$ cat src/rtl/cpu_pkg.sv
// Shared CPU definitions: fetch FSM states, fetch entry layout and helpers.
package cpu_pkg;

    localparam int XLEN = 32;

    // Instruction word returned for fetches that never reach memory.
    localparam logic [XLEN-1:0] NOP = 32'h0000_0000;

    typedef enum logic [1:0] {
        IDLE  = 2'd0,
        REQ   = 2'd1,
        WAIT  = 2'd2,
        DRAIN = 2'd3
    } fetch_state_e;

    typedef struct packed {
        logic [XLEN-1:0] addr;
        logic [XLEN-1:0] data;
        logic            err;
    } fetch_entry_t;

    // Instruction fetches must be word aligned.
    function automatic logic is_misaligned(input logic [XLEN-1:0] addr);
        return (addr[1:0] != 2'b00);
    endfunction

endpackage

$ cat src/rtl/fetch_fifo.sv
// Small synchronous FIFO of fetch entries with flush; pointers wrap modulo DEPTH.
module fetch_fifo
    import cpu_pkg::*;
#(
    parameter int DEPTH = 2,
    parameter int CNT_W = $clog2(DEPTH) + 1
) (
    input  logic             clk_i,
    input  logic             rst_ni,
    input  logic             push_i,
    input  fetch_entry_t     push_data_i,
    input  logic             pop_i,
    input  logic             flush_i,
    output fetch_entry_t     head_o,
    output logic             full_o,
    output logic             empty_o,
    output logic [CNT_W-1:0] count_o
);

    localparam int PTR_W = $clog2(DEPTH);

    fetch_entry_t     mem_q [DEPTH];
    logic [PTR_W-1:0] wr_ptr_q, wr_ptr_d;
    logic [PTR_W-1:0] rd_ptr_q, rd_ptr_d;
    logic [CNT_W-1:0] count_q, count_d;
    logic             wr_en_s;
    logic             rd_en_s;

    assign full_o  = (count_q == CNT_W'(DEPTH));
    assign empty_o = (count_q == {CNT_W{1'b0}});
    assign count_o = count_q;
    assign head_o  = mem_q[rd_ptr_q];

    // Flush wins over both push and pop; a push into a full FIFO is only taken alongside a pop.
    assign wr_en_s = push_i && (!full_o || pop_i) && !flush_i;
    assign rd_en_s = pop_i && !empty_o && !flush_i;

    // Next-state pointers and occupancy.
    always_comb begin
        wr_ptr_d = wr_ptr_q;
        rd_ptr_d = rd_ptr_q;
        count_d  = count_q;
        if (flush_i) begin
            wr_ptr_d = {PTR_W{1'b0}};
            rd_ptr_d = {PTR_W{1'b0}};
            count_d  = {CNT_W{1'b0}};
        end else begin
            if (wr_en_s) begin
                wr_ptr_d = wr_ptr_q + PTR_W'(1);
            end else begin
                wr_ptr_d = wr_ptr_q;
            end
            if (rd_en_s) begin
                rd_ptr_d = rd_ptr_q + PTR_W'(1);
            end else begin
                rd_ptr_d = rd_ptr_q;
            end
            count_d = count_q + CNT_W'(wr_en_s) - CNT_W'(rd_en_s);
        end
    end

    // Pointer and occupancy registers.
    always_ff @(posedge clk_i or negedge rst_ni) begin
        if (!rst_ni) begin
            wr_ptr_q <= {PTR_W{1'b0}};
            rd_ptr_q <= {PTR_W{1'b0}};
            count_q  <= {CNT_W{1'b0}};
        end else begin
            wr_ptr_q <= wr_ptr_d;
            rd_ptr_q <= rd_ptr_d;
            count_q  <= count_d;
        end
    end

    // Entry storage; cleared on reset so the head reads as all zeros.
    always_ff @(posedge clk_i or negedge rst_ni) begin
        if (!rst_ni) begin
            for (int i = 0; i < DEPTH; i++) begin
                mem_q[i] <= '0;
            end
        end else if (wr_en_s) begin
            mem_q[wr_ptr_q] <= push_data_i;
        end
    end

endmodule

$ cat src/rtl/instr_fetch.sv
// Fetch unit: takes addresses from the PC, issues one outstanding memory read,
// and queues {addr, data, err} entries for decode. Supports redirect flush.
module instr_fetch
    import cpu_pkg::*;
#(
    parameter int ADDR_W     = XLEN,
    parameter int DATA_W     = XLEN,
    parameter int FIFO_DEPTH = 2
) (
    input  logic              clk,
    input  logic              reset,
    input  logic [ADDR_W-1:0] pc_addr,
    input  logic              pc_valid,
    output logic              pc_ready,
    input  logic              flush,
    output logic              mem_req_valid,
    output logic [ADDR_W-1:0] mem_req_addr,
    input  logic              mem_req_ready,
    input  logic              mem_resp_valid,
    input  logic [DATA_W-1:0] mem_resp_data,
    output logic              instr_valid,
    output logic [DATA_W-1:0] instr_data,
    output logic [ADDR_W-1:0] instr_addr,
    output logic              instr_err,
    input  logic              instr_ready
);

    localparam int CNT_W = $clog2(FIFO_DEPTH) + 1;

    fetch_state_e      state_q, state_d;
    logic [ADDR_W-1:0] addr_q, addr_d;

    logic              push_s;
    logic              pop_s;
    fetch_entry_t      push_entry_s;
    fetch_entry_t      head_s;
    logic              fifo_full_s;
    logic              fifo_empty_s;
    logic [CNT_W-1:0]  fifo_count_s;
    logic              reserved_s;
    logic [CNT_W:0]    occupancy_s;
    logic              slot_free_s;
    logic              pc_ready_s;
    logic              pc_xfer_s;

    // A fetch between PC acceptance and its response owns a FIFO slot, so the
    // eventual push can never find the FIFO full.
    assign reserved_s  = (state_q == REQ) || (state_q == WAIT);
    assign occupancy_s = {1'b0, fifo_count_s} + {{CNT_W{1'b0}}, reserved_s};
    assign slot_free_s = !fifo_full_s && (occupancy_s < (CNT_W+1)'(FIFO_DEPTH));

    // Readiness depends only on registered state, flush and reset; a pop frees
    // a slot for the PC from the following cycle.
    assign pc_ready_s = reset && (state_q == IDLE) && slot_free_s && !flush;
    assign pc_xfer_s  = pc_valid && pc_ready_s;
    assign pop_s      = instr_ready && !fifo_empty_s;

    assign pc_ready      = pc_ready_s;
    assign mem_req_valid = (state_q == REQ);
    assign mem_req_addr  = addr_q;
    assign instr_valid   = !fifo_empty_s;
    assign instr_data    = head_s.data;
    assign instr_addr    = head_s.addr;
    assign instr_err     = head_s.err;

    // Next-state logic and FIFO push generation.
    always_comb begin
        state_d      = state_q;
        addr_d       = addr_q;
        push_s       = 1'b0;
        push_entry_s = '0;
        case (state_q)
            IDLE: begin
                if (pc_xfer_s) begin
                    if (is_misaligned(pc_addr)) begin
                        push_s            = 1'b1;
                        push_entry_s.addr = pc_addr;
                        push_entry_s.data = NOP;
                        push_entry_s.err  = 1'b1;
                    end else begin
                        addr_d  = pc_addr;
                        state_d = REQ;
                    end
                end else begin
                    state_d = IDLE;
                end
            end
            REQ: begin
                if (flush) begin
                    // An accepted request still owes a response that must be dropped.
                    state_d = mem_req_ready ? DRAIN : IDLE;
                end else if (mem_req_ready) begin
                    state_d = WAIT;
                end else begin
                    state_d = REQ;
                end
            end
            WAIT: begin
                if (flush) begin
                    state_d = mem_resp_valid ? IDLE : DRAIN;
                end else if (mem_resp_valid) begin
                    push_s            = 1'b1;
                    push_entry_s.addr = addr_q;
                    push_entry_s.data = mem_resp_data;
                    push_entry_s.err  = 1'b0;
                    state_d           = IDLE;
                end else begin
                    state_d = WAIT;
                end
            end
            DRAIN: begin
                if (mem_resp_valid) begin
                    state_d = IDLE;
                end else begin
                    state_d = DRAIN;
                end
            end
            default: begin
                state_d = IDLE;
            end
        endcase
    end

    // FSM state and latched fetch address.
    always_ff @(posedge clk or negedge reset) begin
        if (!reset) begin
            state_q <= IDLE;
            addr_q  <= {ADDR_W{1'b0}};
        end else begin
            state_q <= state_d;
            addr_q  <= addr_d;
        end
    end

    fetch_fifo #(
        .DEPTH (FIFO_DEPTH),
        .CNT_W (CNT_W)
    ) u_fifo (
        .clk_i       (clk),
        .rst_ni      (reset),
        .push_i      (push_s),
        .push_data_i (push_entry_s),
        .pop_i       (pop_s),
        .flush_i     (flush),
        .head_o      (head_s),
        .full_o      (fifo_full_s),
        .empty_o     (fifo_empty_s),
        .count_o     (fifo_count_s)
    );

endmodule

$ cat config.mk
export PLATFORM = sky130hd
export DESIGN_NAME = instr_fetch
export DESIGN_NICKNAME = d
export VERILOG_FILES = /design/src/rtl/cpu_pkg.sv /design/src/rtl/fetch_fifo.sv /design/src/rtl/instr_fetch.sv
export SDC_FILE = /design/constraint.sdc
export NUM_CORES = 1
export LEC_CHECK = 0
export CORE_MARGIN = 2
export CORE_UTILIZATION = 51
export DETAILED_ROUTE_END_ITERATION = 12
export PLACE_DENSITY = 0.8
export SLEW_MARGIN = 20
export SYNTH_ARGS = -nofsm -noshare
export SYNTH_HDL_FRONTEND = slang
export SYNTH_SLANG_ARGS = --single-unit
$ cat constraint.sdc
create_clock -name clk -period 2.78 [get_ports clk]
set_clock_uncertainty 0.05 [all_clocks]
set_input_delay 0.556 -clock clk [delete_from_list [all_inputs] [get_ports clk]]
set_output_delay 0.556 -clock clk [all_outputs]
set_load 0.01 [all_outputs]
==> ds_physical_params.txt <==
Physical implementation characteristics

Parameter                              Value

Run status
  Outcome .................. complete, no violations

Worst setup path
  Required time reported for the critical path endpoint .................. 2.17 ns
  End of the worst register-to-register path .................. u_fifo.mem_q[29]
  Type of element launching the critical path .................. register
  Critical path origin .................. u_fifo.rd_ptr_q
  Flop2flop setup slack .................. 0.41 ns
  End point of the critical path .................. instr_addr[25]
  Crit. End Element .................. primary output
  Crit-path max FO .................. 28
  Beginning of the worst register-to-register path .................. state_q[0]

Floorplan
  Overall chip area .................. 16800 sq um
  Initial core utilization .................. 0.525
  Die Y-Extent .................. 130 um
  Row count .................. 45
  Chip width .................. 130 um
  Core Footprint .................. 15300 sq um

Min path
  Worst Hold Class .................. input port to asynchronous set/reset pin

Final timing
  Setup total negative slack .................. 0 ns
  Post-layout period usage of the worst path .................. 0.979
  Final Worst Setup Slack .................. 0.0593 ns
  Worst-case hold slack .................. 0.221 ns
  Rel. slew slack .................. 0.381
  Fin. max-slew vios .................. 0
  Max Freq .................. 0.368 GHz
  Final setup vio count .................. 0

Global routing
  Via count of the first global-routing pass .................. 5511
  Routing usage on met2 .................. 0.349
  GR Util met3 .................. 0.0425
  Initial antenna violation count .................. 0
  GR peak layer .................. met2
  Leftover overflow at the end of global routing .................. 0

Run
  Count of tool warnings .................. 32

Finish
  Post-route non-filler standard cell count .................. 933
  Top Layout Cells .................. sky130_fd_sc_hd__mux2_2 (176), sky130_fd_sc_hd__clkdlybuf4s50_1 (169), sky130_fd_sc_hd__dfrtp_1 (167)
  Ratio of cells with drive above 1 in the final layout .................. 0.377
  Most common logic cell in the routed design .................. sky130_fd_sc_hd__mux2_2

Detailed routing
  DR iter-0 viols .................. 300
  Highest metal layer with signal wires .................. met4
  Number of remaining DRC errors .................. 0
  Detailed-route via count .................. 5030
  DR pass1 iterations .................. 4
  Average detailed-routed wire length per instance .................. 18.8 um
  Amount of wire on met3 after detailed routing .................. 650 um
  Wire length after detailed routing .................. 17500 um

Yosys
  Number of flip-flops and latches in the synthesized netlist .................. 168
  Simple-gate share of the synthesized area .................. 0.0417
  Distinct cells, synth .................. 33
  Most common reg cell .................. sky130_fd_sc_hd__dfrtp_1
  Dominant cell type by area after synthesis .................. sky130_fd_sc_hd__dfrtp_1
  Largest combinational cell category by area .................. multiplexers
  Cells after synthesis .................. 545
  Mux cell area share .................. 0.337
  Adder share .................. 0.0109
  Ranking of synthesized cells by area .................. sky130_fd_sc_hd__dfrtp_1 (52%), sky130_fd_sc_hd__mux2_2 (25%), sky130_fd_sc_hd__mux2_4 (8.4%)
  Area of the mapped netlist .................. 8050 sq um
  List of most frequent post-synthesis cells .................. sky130_fd_sc_hd__mux2_2 (176), sky130_fd_sc_hd__dfrtp_1 (168), sky130_fd_sc_hd__mux2_4 (45)
  Most numerous cell in the Yosys netlist .................. sky130_fd_sc_hd__mux2_2
  Xor/xnor share .................. 0.00326
  Average cell area after synthesis .................. 14.8 sq um
  Ys cells .................. 545
  Share of the synthesized area in the top cell type .................. 0.522
  Number of nets at floorplan .................. 623
  Share of synthesized registers carrying an async set or reset .................. 1.00

CTS
  Cts bufs inserted .................. 17
  Clock tree root driver cell .................. sky130_fd_sc_hd__clkbuf_16
  Number of H-tree branching levels .................. 4
  Number of setup buffers added after CTS .................. 0
  Clock Sinks .................. 168
  CTS tree .................. built
  Hold buffer count at CTS .................. 0
  Worst-path clk slew .................. 0.06 ns
  Number of cells upsized or downsized after cts .................. 0

Power
  Total power density per cell area .................. 668 nW/um^2
  Sequential share of power .................. 0.428
  Overall power .................. 7.02 mW
  Clock group .................. 2.23 mW
  Switching power .................. 1.86 mW
  Leak Pwr .................. 4.92 nW
  Peak supply drop .................. 0.423 mV
  Switching part of the total power .................. 0.265
  Sequential power .................. 3.01 mW
  Relative contribution of the clock network to total power .................. 0.318

Place
  Placer Congestion .................. 0.845
  Hpwl dp .................. 11500 um
  Cell area after placement .................. 9950 sq um
  Port buffer count .................. 170
  Pre-CTS worst setup slack .................. 0.200 ns
[worst max-delay path: stages (launching register included)]
cell and delay, ns:
sky130_fd_sc_hd__dfrtp_4 0.56, sky130_fd_sc_hd__buf_12 0.25, sky130_fd_sc_hd__mux2_2 0.36, sky130_fd_sc_hd__clkdlybuf4s50_1 0.53
[registers in the layout, summed over array words and instances, names as in the netlist]
signal / count
mem_req_addr: 32
state_q: 2
u_fifo.count_o: 2
u_fifo.mem_q: 130
u_fifo.rd_ptr_q: 1
u_fifo.wr_ptr_q: 1
[layout make-up]
cell class	instances	area, sq um
multi-input combinational	336	3560
timing repair buffer	181	1900
clock inverter	9	72.6
inverter	5	18.8
clock buffer	23	488
sequential	168	4210
fill	1065	4800
tap	211	264
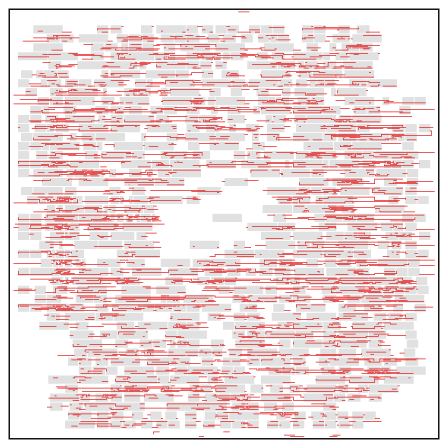
*The metal 1 layer*
Cells faint in the background.
share of all routed wire: 45%
wire length on this layer: 7830 um
longest straight run: 35.0 um

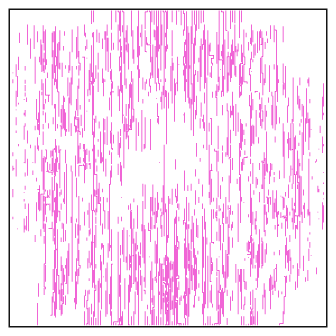
*Signal wires on met2*
main direction: vertical
nets with wire on the layer: 744
longest straight run: 45.2 um

Power and IR drop assume default switching activity.
